## src/rtl/vga_pkg.sv

```systemverilog
// Shared constants and types for the VGA timing generator.
// Defaults describe 640x480@60 timing.
package vga_pkg;

    localparam int unsigned VGA_H_ACTIVE = 640;
    localparam int unsigned VGA_H_FP     = 16;
    localparam int unsigned VGA_H_SYNC   = 96;
    localparam int unsigned VGA_H_BP     = 48;

    localparam int unsigned VGA_V_ACTIVE = 480;
    localparam int unsigned VGA_V_FP     = 10;
    localparam int unsigned VGA_V_SYNC   = 2;
    localparam int unsigned VGA_V_BP     = 33;

    localparam bit VGA_HS_POL = 1'b0;
    localparam bit VGA_VS_POL = 1'b0;

    localparam int unsigned VGA_COLOR_W = 4;

    typedef struct packed {
        logic [VGA_COLOR_W-1:0] r;
        logic [VGA_COLOR_W-1:0] g;
        logic [VGA_COLOR_W-1:0] b;
    } rgb_t;

endpackage

```

## src/rtl/vga_axis_counter.sv

```systemverilog
// Single raster axis: wrapping position counter with an advance enable,
// a terminal-count flag and combinational active/sync region decode.
module vga_axis_counter #(
    parameter int unsigned TOTAL  = 800,
    parameter int unsigned ACTIVE = 640,
    parameter int unsigned FP     = 16,
    parameter int unsigned SYNC   = 96,
    parameter int unsigned W      = $clog2(TOTAL)
) (
    input  logic         clk,
    input  logic         rst_n,
    input  logic         adv,
    output logic [W-1:0] cnt,
    output logic         wrap,
    output logic         active,
    output logic         sync
);

    // One spare bit so bounds equal to TOTAL never alias to zero.
    localparam logic [W:0] LAST     = (W+1)'(TOTAL - 1);
    localparam logic [W:0] ACT_END  = (W+1)'(ACTIVE);
    localparam logic [W:0] SYNC_BEG = (W+1)'(ACTIVE + FP);
    localparam logic [W:0] SYNC_END = (W+1)'(ACTIVE + FP + SYNC);

    logic [W-1:0] cnt_q;
    logic [W-1:0] cnt_d;
    logic [W:0]   cnt_ext;

    assign cnt_ext = {1'b0, cnt_q};
    assign wrap    = (cnt_ext == LAST);
    assign active  = (cnt_ext < ACT_END);
    assign sync    = (cnt_ext >= SYNC_BEG) && (cnt_ext < SYNC_END);
    assign cnt     = cnt_q;

    always_comb begin
        cnt_d = cnt_q;
        if (adv) begin
            cnt_d = wrap ? '0 : cnt_q + 1'b1;
        end
    end

    always_ff @(posedge clk or negedge rst_n) begin
        if (!rst_n) begin
            cnt_q <= '0;
        end else begin
            cnt_q <= cnt_d;
        end
    end

endmodule

```

## src/rtl/vga_timing_gen.sv

```systemverilog
// VGA raster timing generator with registered sync/DE/colour output stage.
// Optional colour-bar test pattern (and BAR_SHIFT, test_mode) with VGA_TEST_PATTERN_EN.
module vga_timing_gen
    import vga_pkg::*;
#(
    parameter int unsigned H_ACTIVE  = VGA_H_ACTIVE,
    parameter int unsigned H_FP      = VGA_H_FP,
    parameter int unsigned H_SYNC    = VGA_H_SYNC,
    parameter int unsigned H_BP      = VGA_H_BP,
    parameter int unsigned V_ACTIVE  = VGA_V_ACTIVE,
    parameter int unsigned V_FP      = VGA_V_FP,
    parameter int unsigned V_SYNC    = VGA_V_SYNC,
    parameter int unsigned V_BP      = VGA_V_BP,
    parameter bit          HS_POL    = VGA_HS_POL,
    parameter bit          VS_POL    = VGA_VS_POL,
    parameter int unsigned COLOR_W   = VGA_COLOR_W,
`ifdef VGA_TEST_PATTERN_EN
    parameter int unsigned BAR_SHIFT = 6,
`endif
    localparam int unsigned H_TOTAL = H_ACTIVE + H_FP + H_SYNC + H_BP,
    localparam int unsigned V_TOTAL = V_ACTIVE + V_FP + V_SYNC + V_BP,
    localparam int unsigned X_W     = $clog2(H_TOTAL),
    localparam int unsigned Y_W     = $clog2(V_TOTAL)
) (
    input  logic                 clk,
    input  logic                 rst_n,
    input  logic                 pix_en,
    output logic [X_W-1:0]       x,
    output logic [Y_W-1:0]       y,
    output logic                 fetch_valid,
    input  logic [3*COLOR_W-1:0] rgb_in,
`ifdef VGA_TEST_PATTERN_EN
    input  logic                 test_mode,
`endif
    output logic                 vga_hs,
    output logic                 vga_vs,
    output logic                 vga_de,
    output logic [COLOR_W-1:0]   vga_r,
    output logic [COLOR_W-1:0]   vga_g,
    output logic [COLOR_W-1:0]   vga_b,
    output logic                 frame_start,
    output logic                 line_start
);

    typedef struct packed {
        logic [COLOR_W-1:0] r;
        logic [COLOR_W-1:0] g;
        logic [COLOR_W-1:0] b;
    } pix_t;

    logic h_wrap;
    logic h_active;
    logic h_sync;
    logic v_active;
    logic v_sync;
    logic v_wrap_unused;

    vga_axis_counter #(
        .TOTAL  (H_TOTAL),
        .ACTIVE (H_ACTIVE),
        .FP     (H_FP),
        .SYNC   (H_SYNC),
        .W      (X_W)
    ) u_h_axis (
        .clk    (clk),
        .rst_n  (rst_n),
        .adv    (pix_en),
        .cnt    (x),
        .wrap   (h_wrap),
        .active (h_active),
        .sync   (h_sync)
    );

    vga_axis_counter #(
        .TOTAL  (V_TOTAL),
        .ACTIVE (V_ACTIVE),
        .FP     (V_FP),
        .SYNC   (V_SYNC),
        .W      (Y_W)
    ) u_v_axis (
        .clk    (clk),
        .rst_n  (rst_n),
        .adv    (pix_en & h_wrap),
        .cnt    (y),
        .wrap   (v_wrap_unused),
        .active (v_active),
        .sync   (v_sync)
    );

    assign fetch_valid = h_active & v_active;

    logic de_q, de_d;
    logic hs_q, hs_d;
    logic vs_q, vs_d;
    logic frame_start_q, frame_start_d;
    logic line_start_q, line_start_d;
    pix_t pix_q, pix_d;

`ifdef VGA_TEST_PATTERN_EN
    logic [2:0] bar;
    pix_t       bar_pix;

    assign bar       = x[BAR_SHIFT+2:BAR_SHIFT];
    assign bar_pix.r = {COLOR_W{bar[2]}};
    assign bar_pix.g = {COLOR_W{bar[1]}};
    assign bar_pix.b = {COLOR_W{bar[0]}};
`endif

    // Output stage decodes the counters before they advance on the same edge.
    always_comb begin
        de_d          = de_q;
        hs_d          = hs_q;
        vs_d          = vs_q;
        pix_d         = pix_q;
        frame_start_d = 1'b0;
        line_start_d  = 1'b0;
        if (pix_en) begin
            de_d          = h_active & v_active;
            hs_d          = h_sync ? HS_POL : ~HS_POL;
            vs_d          = v_sync ? VS_POL : ~VS_POL;
            frame_start_d = (x == '0) && (y == '0);
            line_start_d  = (x == '0) && v_active;
            pix_d         = '0;
            if (h_active && v_active) begin
`ifdef VGA_TEST_PATTERN_EN
                pix_d = test_mode ? bar_pix : pix_t'(rgb_in);
`else
                pix_d = pix_t'(rgb_in);
`endif
            end
        end
    end

    always_ff @(posedge clk or negedge rst_n) begin
        if (!rst_n) begin
            de_q          <= 1'b0;
            hs_q          <= ~HS_POL;
            vs_q          <= ~VS_POL;
            pix_q         <= '0;
            frame_start_q <= 1'b0;
            line_start_q  <= 1'b0;
        end else begin
            de_q          <= de_d;
            hs_q          <= hs_d;
            vs_q          <= vs_d;
            pix_q         <= pix_d;
            frame_start_q <= frame_start_d;
            line_start_q  <= line_start_d;
        end
    end

    assign vga_de      = de_q;
    assign vga_hs      = hs_q;
    assign vga_vs      = vs_q;
    assign vga_r       = pix_q.r;
    assign vga_g       = pix_q.g;
    assign vga_b       = pix_q.b;
    assign frame_start = frame_start_q;
    assign line_start  = line_start_q;

endmodule
```

## config.mk

```make
export PLATFORM = sky130hd
export DESIGN_NAME = vga_timing_gen
export DESIGN_NICKNAME = d
export VERILOG_FILES = /design/src/rtl/vga_pkg.sv /design/src/rtl/vga_axis_counter.sv /design/src/rtl/vga_timing_gen.sv
export SDC_FILE = /design/constraint.sdc
export NUM_CORES = 1
export LEC_CHECK = 0
export CAP_MARGIN = 20
export CORE_UTILIZATION = 40
export CTS_CLUSTER_SIZE = 8
export DETAILED_ROUTE_END_ITERATION = 8
export MAX_ROUTING_LAYER = met4
export PLACE_DENSITY = 0.7
export RECOVER_POWER = 25
export REMOVE_ABC_BUFFERS = 1
export SETUP_SLACK_MARGIN = 0.1
export SLEW_MARGIN = 20
export SYNTH_ARGS = -nofsm -noshare
export SYNTH_HDL_FRONTEND = slang
export SYNTH_HIERARCHICAL = 1
export SYNTH_SLANG_ARGS = --single-unit
```

## constraint.sdc

```tcl
create_clock -name clk -period 2.7 [get_ports clk]
set_input_delay 0.405 -clock clk [delete_from_list [all_inputs] [get_ports clk]]
set_output_delay 0.405 -clock clk [all_outputs]
set_load 0.1 [all_outputs]
```

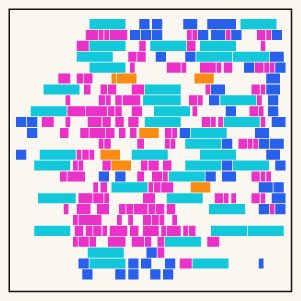
*Cell classes on the final placement*
Scale: 4 px per micron.
class	color	cells
other buffers and delay cells	blue	56
all other logic	magenta	146
flip-flops	cyan	37
clock drivers and dummy loads	orange	7

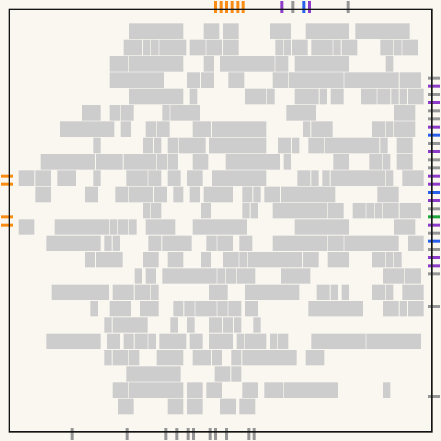
*I/O pins on the die edge*
Scale: 6 px per micron. Pins as bars across the die edge, other pins in gray.
port	color	pins	direction	edge
line_start	green	1	output	right
rgb_in	purple	12	input	10 right, 2 top
vga_b	blue	4	output	3 right, 1 top
x	orange	10	output	6 top, 4 left
all pins by edge	27 right, 11 bottom, 11 top, 4 left
port bufs: 52
Die X: 70.18 microns

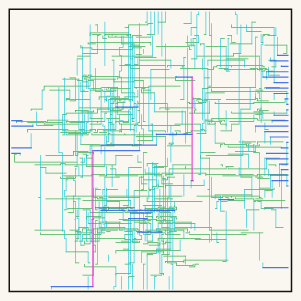
*Routed metal, one color a layer*
Scale: 4 px per micron.
layer	color	wire length
met2	cyan	1,720 microns
met4	magenta	59.8 microns
met1	green	1,890 microns
met3	blue	211 microns
via count: 1,548
GRT Overall Usage: 0.1816
DR WL/cell: 13.04 microns
drt total wl: 3885 microns

==> results_slide.txt <==
Key Metrics from the Run

Run status
  – Outcome: finished with violations
  – Failing checks: capacitance limit, slew limit

Layout
  – Fillcell total: between 300 and 400
  – FF+latch area: roughly 930 sq um
  – Area grow syn2layout: 29.74%
  – Layout cells sized above 1: 0.2358
  – Fin area: 2412 sq um
  – Signal inverters: 22
  – Non-clk buf share: 0.1914

Floorplanning
  – Num rows: 24
  – Number of tapcells: around 52
  – Num ports: ~53

Flow run
  – Max cap viols: 1

Global route
  – GR peak layer: met2
  – GR Util met2: 0.2756

Worst setup path
  – WS Path Type: reg -> reg
  – Worst EP required: about 2.9 ns
  – Worst path top cell family by delay: simple AND/OR/NAND/NOR gates
  – Critical path's slowest cell: or4_1

Placement
  – Post-DP Area: 2327 sq um
  – Final Wtd Congestion: around 0.81

STA
  – Clock skew: 0.005002 ns
  – Unrepaired setup endpoints after global routing: false
  – Final min period: around 2.1 ns
  – Slew Limit Fails: 38

Route
  – Met3 routed wirelength: about 210 microns
  – Met2 WL: approximately 1700 microns
  – DRC violations left: 0

Worst hold path
  – Worst Hold Endpoint: vga_vs

Synthesis
  – XOR Share, Synth: 0.04240
  – Main logic family after synthesis: simple AND/OR/NAND/NOR gates
  – Mux cell area share after synthesis: 0.01682
  – Adder Area Share: 0.02692

Clock tree
  – CTS buffer count: 5
  – Post-CTS Setup Inserts: 0

Power and ir drop
  – Total power: about 0.0017 W
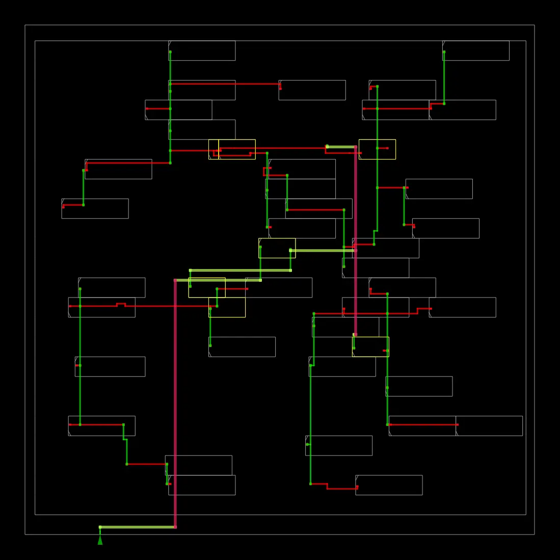
*Clock nets*
clkbuf count: 7
flop count: 37

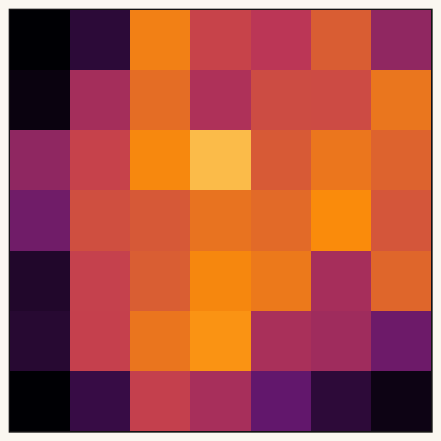
*Placement density heat map*
Scale: 6 px per micron. 7 x 7 tiles, from black (low) to pale yellow (high), 0 to 100% covered.
nearly empty tiles	4.1%
mean over tiles	48%
densest ninth of the die	center
fullest tile	85%
tiles over 75% full	4.1%

## power breakdown
| group | internal, W | switching, W | total, W |
|---|---|---|---|
| clock network | 0.000202 | 0.000178 | 0.000380 |
| logic | 0.000146 | 0.000501 | 0.000647 |
| registers | 0.000608 | 0.0000916 | 0.000700 |
## sequential cells by signal (all words and copies together), names as in the netlist
signal,count
u_v_axis/cnt,10
frame_start,1
vga_hs,1
vga_r,4
line_start,1
u_h_axis/cnt,10
vga_de,1
vga_g,4
vga_vs,1
vga_b,4
## metrics by stage
stage,utilization,worst slack [ns]
floorplan,-,-0.1551
global placement,0.5272,0.6833
detailed placement,0.5272,0.6050
CTS,0.5468,0.5805
global route,0.5465,0.3887
finish,0.5465,0.5854
Power is estimated from default activity; no workload was simulated.
